==> config.mk <==
export PLATFORM = sky130hd
export DESIGN_NAME = dram_arb_refresh_ctrl
export DESIGN_NICKNAME = d
export VERILOG_FILES = /design/src/rtl/dram_pkg.sv /design/src/rtl/dram_arb_refresh_ctrl_timer.sv /design/src/rtl/dram_arb_refresh_ctrl.sv
export SDC_FILE = /design/constraint.sdc
export NUM_CORES = 1
export LEC_CHECK = 0
export ABC_AREA = 1
export CAP_MARGIN = 30
export CORE_ASPECT_RATIO = 1.1
export CORE_MARGIN = 2
export CORE_UTILIZATION = 43
export CTS_CLUSTER_SIZE = 40
export DETAILED_ROUTE_END_ITERATION = 8
export HOLD_SLACK_MARGIN = 0.02
export PLACE_DENSITY = 0.83
export RECOVER_POWER = 25
export SLEW_MARGIN = 30
export SYNTH_ARGS = -nofsm -noshare
export SYNTH_HDL_FRONTEND = slang
export SYNTH_SLANG_ARGS = --single-unit
==> constraint.sdc <==
create_clock -name clk -period 1.35 [get_ports clk]
set_clock_uncertainty 0.1 [all_clocks]
set_input_delay 0.2025 -clock clk [delete_from_list [all_inputs] [get_ports clk]]
set_output_delay 0.2025 -clock clk [all_outputs]
set_load 0.005 [all_outputs]
Ports around the boundary:
Pins as bars across the die edge, other pins in grey.
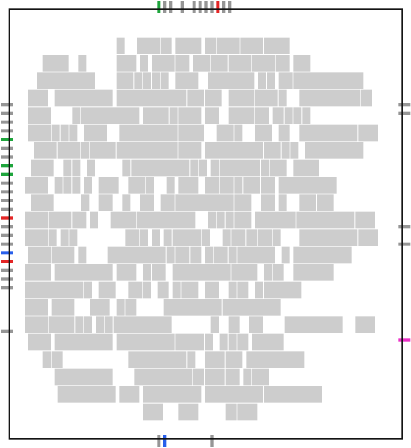
colour	port	pins	direction	edge
red	req_addr0	3	input	2 west, 1 north
green	req_wdata0	4	input	3 west, 1 north
magenta	refresh_busy	1	output	east
blue	rsp_valid	2	output	1 south, 1 west
port buffer count: 41
Die H: 66.8 microns
Die Span X: 61.1 microns

Signal wires by layer:
Bar = 20 microns.
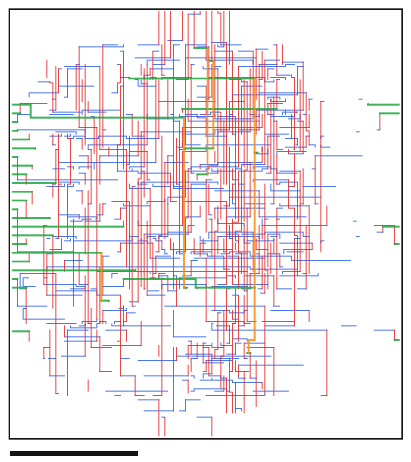
colour	layer	wire length
red	met2	1920 microns
orange	met4	111 microns
blue	met1	1440 microns
green	met3	205 microns
Total GRT Usage: 20.8%
routed length per placed instance: 12.9 microns
Vias: 1363

Placed standard cells:
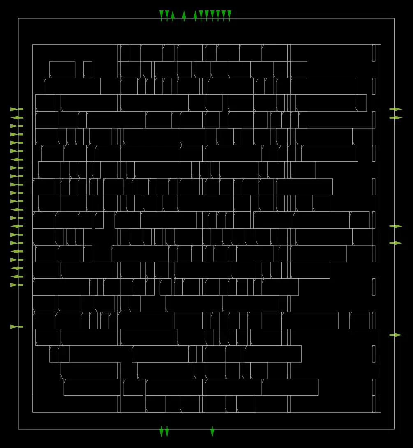
Site Rows: 22
Core ar.: 3390 sq um

I/O nets highlighted:
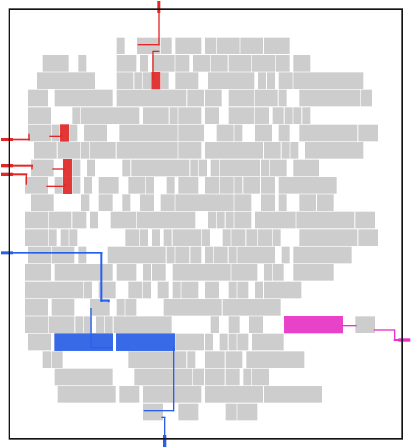
colour	port	direction	edge	end cells	buffers	wire
magenta	refresh_busy	output	east	1	1	7.70 microns
red	req_wdata0	input	3 west, 1 north	4	4	31.3 microns
blue	rsp_valid	output	1 south, 1 west	2	2	49.8 microns
Top Ports: 42

==> results.sh <==
# flow metrics
export IMPL_ys_flops=34
export IMPL_hold_depth=3
export IMPL_worstPathRequired_ns=1.05
export IMPL_antenna_found_initial=0
export IMPL_post_cts_buffers=4
export IMPL_drc=0
export IMPL_ant_nets=0
export IMPL_synthCells=168
export IMPL_yosys_warnings=0
export IMPL_cp_depth=6
export IMPL_slowest_delay_ns=0.42
export IMPL_slowest_stage="dfrtp_1"
export IMPL_rsz0062_at_grt="yes"
export IMPL_ff2ff_setup_slack_ns=-0.17
export IMPL_area_growth_pct=51.6
export IMPL_edf_count=0
export IMPL_largest_reg_flops=6
export IMPL_drive_gt1_share_pct=29.5
export IMPL_area_leaders="dfrtp_1, nand2_1, inv_1"
export IMPL_status="complete, but fails checks"
export IMPL_synthArstFlopShare_pct=100
export IMPL_setup_viol=17
export IMPL_preCtsSetupSlack_ns=-0.614
export IMPL_nets=262
export IMPL_cts_resized=39
export IMPL_max_freq_mhz=597
export IMPL_tightest_slew_ns=0.813
export IMPL_htreeDepth=2
export IMPL_ff_type="dfrtp_1"
export IMPL_grt_pass1_vias=1360
export IMPL_numCtsBuffers=5
export IMPL_cp_end_kind="output pin"
export IMPL_setup_ws_ns=-0.326
export IMPL_p_leak_nw=1.24
export IMPL_floorplan_nets=194
export IMPL_worst_ep_arrival_time_ns=1.37
export IMPL_power_density_nw_per_um2=1660
export IMPL_chip_area_sq_um=4080
export IMPL_slew_viol_final=0
export IMPL_cts_hold_buffers_added=0
export IMPL_holdWs_ns=0.317
export IMPL_most_common_cell="nand2_1"
export IMPL_grt_pass1_wl_microns=5970
export IMPL_drt_pass1_iterations=4
export IMPL_cp_top_family="simple AND/OR/NAND/NOR gates"
export IMPL_overflow=0
export IMPL_top_area_cell="dfrtp_1"
export IMPL_yosysUniqueCellTypes=26
export IMPL_antenna_cells=0
export IMPL_hold_viol_final=0
export IMPL_insertion_delay_ns=0.34
export IMPL_initCoreUtil_pct=45.5
export IMPL_crit_type="flop to output pin"
export IMPL_cp_cell_sequence="nor2_4, nand3_4, nor2_8, inv_2, nor2_1, buf_2"
export IMPL_ys_cells=168
export IMPL_reg2regPathDepth=10
export IMPL_finalClockPeriodUsage_pct=124
export IMPL_grt_max_degree=35
export IMPL_total_power_mw=3.89
export IMPL_crit_fanout=3
export IMPL_vdd_drop_max_v=0.00128
export IMPL_syn_area_sq_um=1540
export IMPL_slew_headroom_pct=45.8
export IMPL_place_congestion=0.794
export IMPL_clockBufferDepth=2
export IMPL_min_path_type="input pin to flop"
export IMPL_crit_path_start_kind="flop"
export IMPL_synth_top_area_share_pct=51.9
export IMPL_maxCapViolations=0
export IMPL_warning_count=28
export IMPL_violations="setup timing"
export IMPL_clkTransAtPathRegs_ns=0.10
export IMPL_critPathBufInv=2
export IMPL_synth_area_per_cell_sq_um=9.18
export IMPL_post_route_min_period_ns=1.68
-- final cells by class --
cell class	count	area, sq um
clock buffer	6	51.3
clock inverter	2	60.1
fill	262	1050
inverter	19	76.3
multi-input combinational	115	684
sequential	34	853
tap	48	60.1
timing repair buffer	61	552
-- cell usage in the layout (no fill, tap or decap), drive strengths merged --
| master | n |
|---|---|
| nor2 | 11 |
| mux2 | 4 |
| a21oi | 2 |
| nor3b | 1 |
| dfstp | 2 |
| xor2 | 3 |
| bufinv | 2 |
| nand2 | 67 |
| ha | 2 |
| dfrtp | 32 |
| nor3 | 1 |
| buf | 22 |
| nand3 | 10 |
| dlygate4sd2 | 13 |
| o21ai | 7 |
| clkbuf | 7 |
| clkdlybuf4s50 | 22 |
| dlygate4sd3 | 1 |
| or2 | 2 |
| inv | 19 |
| nand4 | 5 |
| clkdlybuf4s15 | 2 |
-- per-stage QoR --
stage	area (sq um)	TNS (ns)	instances	util [%]
after global routing	2340	-3.21	285	69.0
after global placement	2140	-4.27	272	63.1
after floorplan	1540	0	168	-
after detailed placement	2140	-5.06	272	63.1
after CTS	2280	-2.10	283	67.3
final	2340	-2.02	285	69.0
-- per-layer routing --
layer	vias up	share of wire [%]	GRT usage (%)	wire, microns
li1	667	-	-	-
met1	645	39	23.4	1440
met2	39	52	34.0	1920
met3	12	5.6	6.99	205
met4	0	3.0	10.9	111
met5	-	0	0	0
-- power breakdown --
group	internal (mW)	total (mW)	switching, mW
registers	1.29	1.42	0.125
logic	0.761	1.50	0.741
clock network	0.627	0.971	0.344
-- logic make-up (layout without fill, tap and decap cells) --
family	count (synthesis)	count (layout)	share of synthesized area (%)
simple gates	97	97	30.6
flops	34	34	55.4
buf+inv	19	88	4.63
compound gates	9	9	3.17
mux	4	4	2.92
xor+xnor	3	3	1.70
fa+ha+maj	2	2	1.62
Power figures rest on the tool's default switching activity, not on a simulated workload.
